File: config.mk
export PLATFORM = sky130hd
export DESIGN_NAME = rgb_pwm_sequencer
export DESIGN_NICKNAME = d
export VERILOG_FILES = /design/src/rtl/rgb_pwm_sequencer_pkg.sv /design/src/rtl/rgb_pwm_sequencer_debounce.sv /design/src/rtl/rgb_pwm_sequencer.sv
export SDC_FILE = /design/constraint.sdc
export NUM_CORES = 1
export LEC_CHECK = 0
export CORE_ASPECT_RATIO = 0.9
export CORE_MARGIN = 5
export CORE_UTILIZATION = 55
export CTS_CLUSTER_SIZE = 25
export DETAILED_ROUTE_END_ITERATION = 16
export PLACE_DENSITY = 0.82
export REMOVE_ABC_BUFFERS = 1
export SYNTH_ARGS = -nofsm -noshare
export SYNTH_HDL_FRONTEND = slang
export SYNTH_HIERARCHICAL = 1
export SYNTH_SLANG_ARGS = --single-unit
File: constraint.sdc
create_clock -name clk -period 2.6 [get_ports clk]
set_input_delay 0.26 -clock clk [delete_from_list [all_inputs] [get_ports clk]]
set_output_delay 0.26 -clock clk [all_outputs]
set_load 0.03 [all_outputs]
File: src/rtl/rgb_pwm_sequencer_pkg.sv
// Shared palette helper and parameter sanity checks for the RGB PWM sequencer.
package rgb_pkg;

  // Palette entry i lights the channels set in the binary value i+1.
  function automatic logic [15:0] palette_mask(input int unsigned idx, input int unsigned channels);
    logic [15:0] m;
    m = 16'(idx + 1);
    m = m & 16'((32'd1 << channels) - 1);
    return m;
  endfunction

  function automatic bit colours_ok(input int unsigned num_colours, input int unsigned channels);
    return (num_colours >= 2) && (num_colours <= (32'd1 << channels) - 1);
  endfunction

endpackage

File: src/rtl/rgb_pwm_sequencer_debounce.sv
// Button front end: 2-FF synchroniser, debounce filter and rising-edge press pulse.
module button_debounce #(
  parameter int DEBOUNCE_CYC = 16
) (
  input  logic clk,
  input  logic rst,
  input  logic raw,
  output logic press
);
  localparam int CW = $clog2(DEBOUNCE_CYC + 1);

  logic          s1, s2, stable, armed;
  logic [1:0]    vld_pipe;
  logic [CW-1:0] cnt;
  logic          flip;

  // armed stays low until a real synced low is seen, so a button held through
  // reset never turns into a press.
  assign flip  = armed && (s2 != stable) && (cnt == CW'(DEBOUNCE_CYC - 1));
  assign press = flip & s2;

  always_ff @(posedge clk) begin
    if (rst) begin
      s1       <= 1'b0;
      s2       <= 1'b0;
      vld_pipe <= '0;
      armed    <= 1'b0;
      stable   <= 1'b0;
      cnt      <= '0;
    end else begin
      s1       <= raw;
      s2       <= s1;
      vld_pipe <= {vld_pipe[0], 1'b1};
      if (vld_pipe[1] && !s2) armed <= 1'b1;
      if (!armed || (s2 == stable)) begin
        cnt <= '0;
      end else if (flip) begin
        stable <= ~stable;
        cnt    <= '0;
      end else begin
        cnt <= cnt + 1'b1;
      end
    end
  end

endmodule

File: src/rtl/rgb_pwm_sequencer.sv
// Palette sequencer: steps a colour index on press or auto tick, drives PWM-dimmed LEDs.
module rgb_pwm_sequencer
  import rgb_pkg::*;
#(
  parameter int CHANNELS     = 3,
  parameter int NUM_COLOURS  = 6,
  parameter int PWM_BITS     = 8,
  parameter int DEBOUNCE_CYC = 16,
  parameter int AUTO_PERIOD  = 1024
) (
  input  logic                           clk,
  input  logic                           rst,
  input  logic                           button,
  input  logic                           mode_auto,
  input  logic [PWM_BITS-1:0]            bright,
  output logic [CHANNELS-1:0]            rgb,
  output logic [$clog2(NUM_COLOURS)-1:0] colour_idx,
  output logic                           step
);
  localparam int IW = $clog2(NUM_COLOURS);
  localparam int PW = $clog2(AUTO_PERIOD);

  if (!colours_ok(NUM_COLOURS, CHANNELS)) begin : g_bad_colours
    $error("NUM_COLOURS out of range for CHANNELS");
  end
  if (AUTO_PERIOD < 2) begin : g_bad_period
    $error("AUTO_PERIOD must be >= 2");
  end

  logic                press, tick, advance;
  logic [PW-1:0]       presc;
  logic [PWM_BITS-1:0] pwm_cnt, bright_q;
  logic [CHANNELS-1:0] mask;

  button_debounce #(.DEBOUNCE_CYC(DEBOUNCE_CYC)) u_deb (
    .clk   (clk),
    .rst   (rst),
    .raw   (button),
    .press (press)
  );

  assign tick    = mode_auto && (presc == PW'(AUTO_PERIOD - 1));
  assign advance = press | tick;
  assign mask    = CHANNELS'(palette_mask(32'(colour_idx), CHANNELS));

  always_ff @(posedge clk) begin
    if (rst) begin
      presc      <= '0;
      colour_idx <= '0;
      step       <= 1'b0;
      pwm_cnt    <= '0;
      bright_q   <= '0;
      rgb        <= '0;
    end else begin
      presc <= (!mode_auto || tick) ? '0 : presc + 1'b1;
      step  <= advance;
      if (advance)
        colour_idx <= (colour_idx == IW'(NUM_COLOURS - 1)) ? '0 : colour_idx + 1'b1;
      pwm_cnt <= pwm_cnt + 1'b1;
      // Brightness only changes at the period boundary so a duty update never glitches.
      if (&pwm_cnt) bright_q <= bright;
      rgb <= mask & {CHANNELS{pwm_cnt < bright_q}};
    end
  end

endmodule

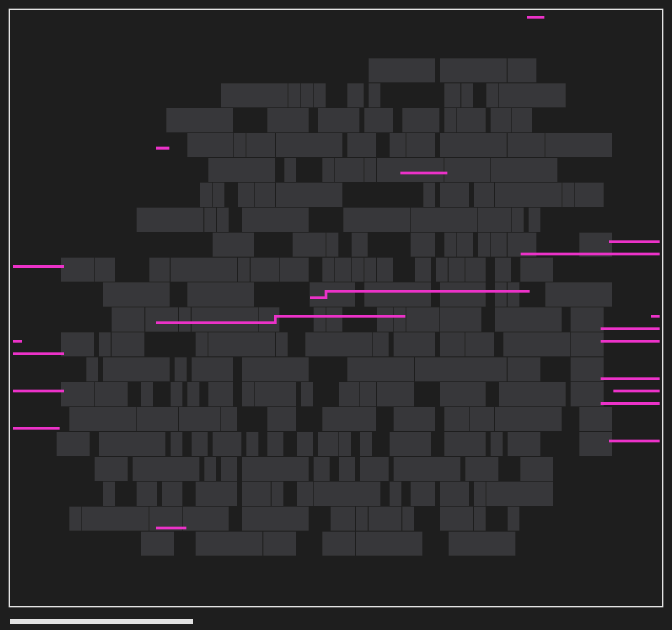
m3.png
Bar = 20 um. Cells faint in the background.
longest straight run: 22.1 um
main direction: horizontal
nets with wire on the layer: 16

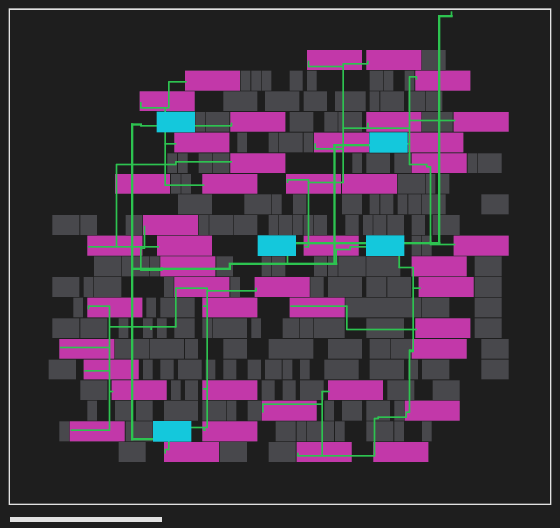
clock_wires.png
Bar = 20 um.
[clock wires] green | length: 508 um
[flip-flops] magenta | count: 44
[clock-net drivers] cyan | count: 5
routed clock nets: 6
clk_lat worst skew: 0.29 ns
Max Clock Skew: 0.004807 ns
clock-net power: 429 uW
clock share of power: 36.4%

==> results.json <==
{
  "status": "finished clean",
  "nMultiInputCombCells": 132,
  "port-buffer-count": 18,
  "warning_count": 26,
  "worst-path-stages": 8,
  "rr_worst_depth": 8,
  "area_leaders": "dfxtp_1, ha_1, nor2_1, xor2_1, mux2i_1",
  "die_area_um2": 4632,
  "cp_slowest_cell": "or4b_1",
  "buffer_area_share_pct": 8.616,
  "ys_seq_share_pct": 47.54,
  "synth_top_cell_by_area": "dfxtp_1",
  "antenna_found_initial": 0,
  "ff2ff_setup_slack_ns": 0.55,
  "fp-utilization_pct": 56.10,
  "ys_sh_simple_pct": 19.58,
  "inv_count": 13,
  "min_path_type": "reg -> reg",
  "final_util_pct": 65.95,
  "syn_area_per_cell_um2": 9.702,
  "signal_buffers": 19,
  "clock_buffers": 8,
  "grt_pass1_wl_um": 5423,
  "path_buffers": 0,
  "edf_count": 0,
  "largest_reg_flops": 10,
  "grt_start_max_net_pins": 21,
  "die_x_um": 71.19,
  "wl_met2_um": 1279,
  "clock-root-buffer": "clkbuf_8",
  "finalInstanceArea_um2": 2178,
  "netSwitchingFraction_pct": 20.93,
  "cts_sinks": 44,
  "seq_power_uw": 693,
  "fin_ws_ns": 0.5481,
  "die_h_um": 65.07,
  "core-area_um2": 3303,
  "netlist_top_cells_count": "dfxtp_1, nor2_1, ha_1, inv_1, xor2_1",
  "cts_hold_buf": 0,
  "cp_slowest_stage_delay_ns": 0.48,
  "regMostFlops": "presc",
  "min_path_cells": 1,
  "hold_violations": 0
}
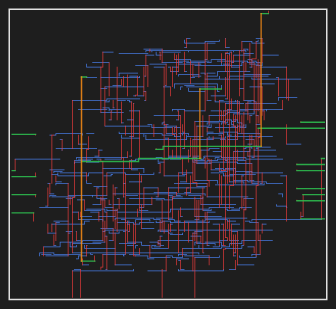
layers.png
| layer | colour | wire length |
|---|---|---|
| M3 | green | 139 um |
| M1 | blue | 1,520 um |
| M4 | orange | 87.0 um |
| M2 | red | 1,280 um |
total vias in the final route: 1,310
DR WL/cell: 11.62 um
Overall Global Routing Usage: 15.02%
DRT Wirelength: 3022 um

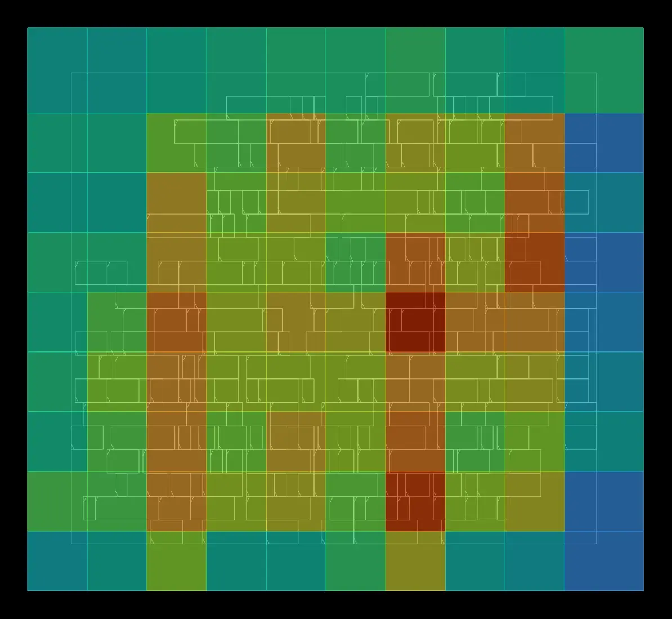
congestion_map.png
gr busiest metal: met2
M1 GR Usage: 17.69%
grt met2 use: 24.66%
met3 Track Usage GR: 3.876%

No activity file was given, so power comes from the tool's default toggle rates.
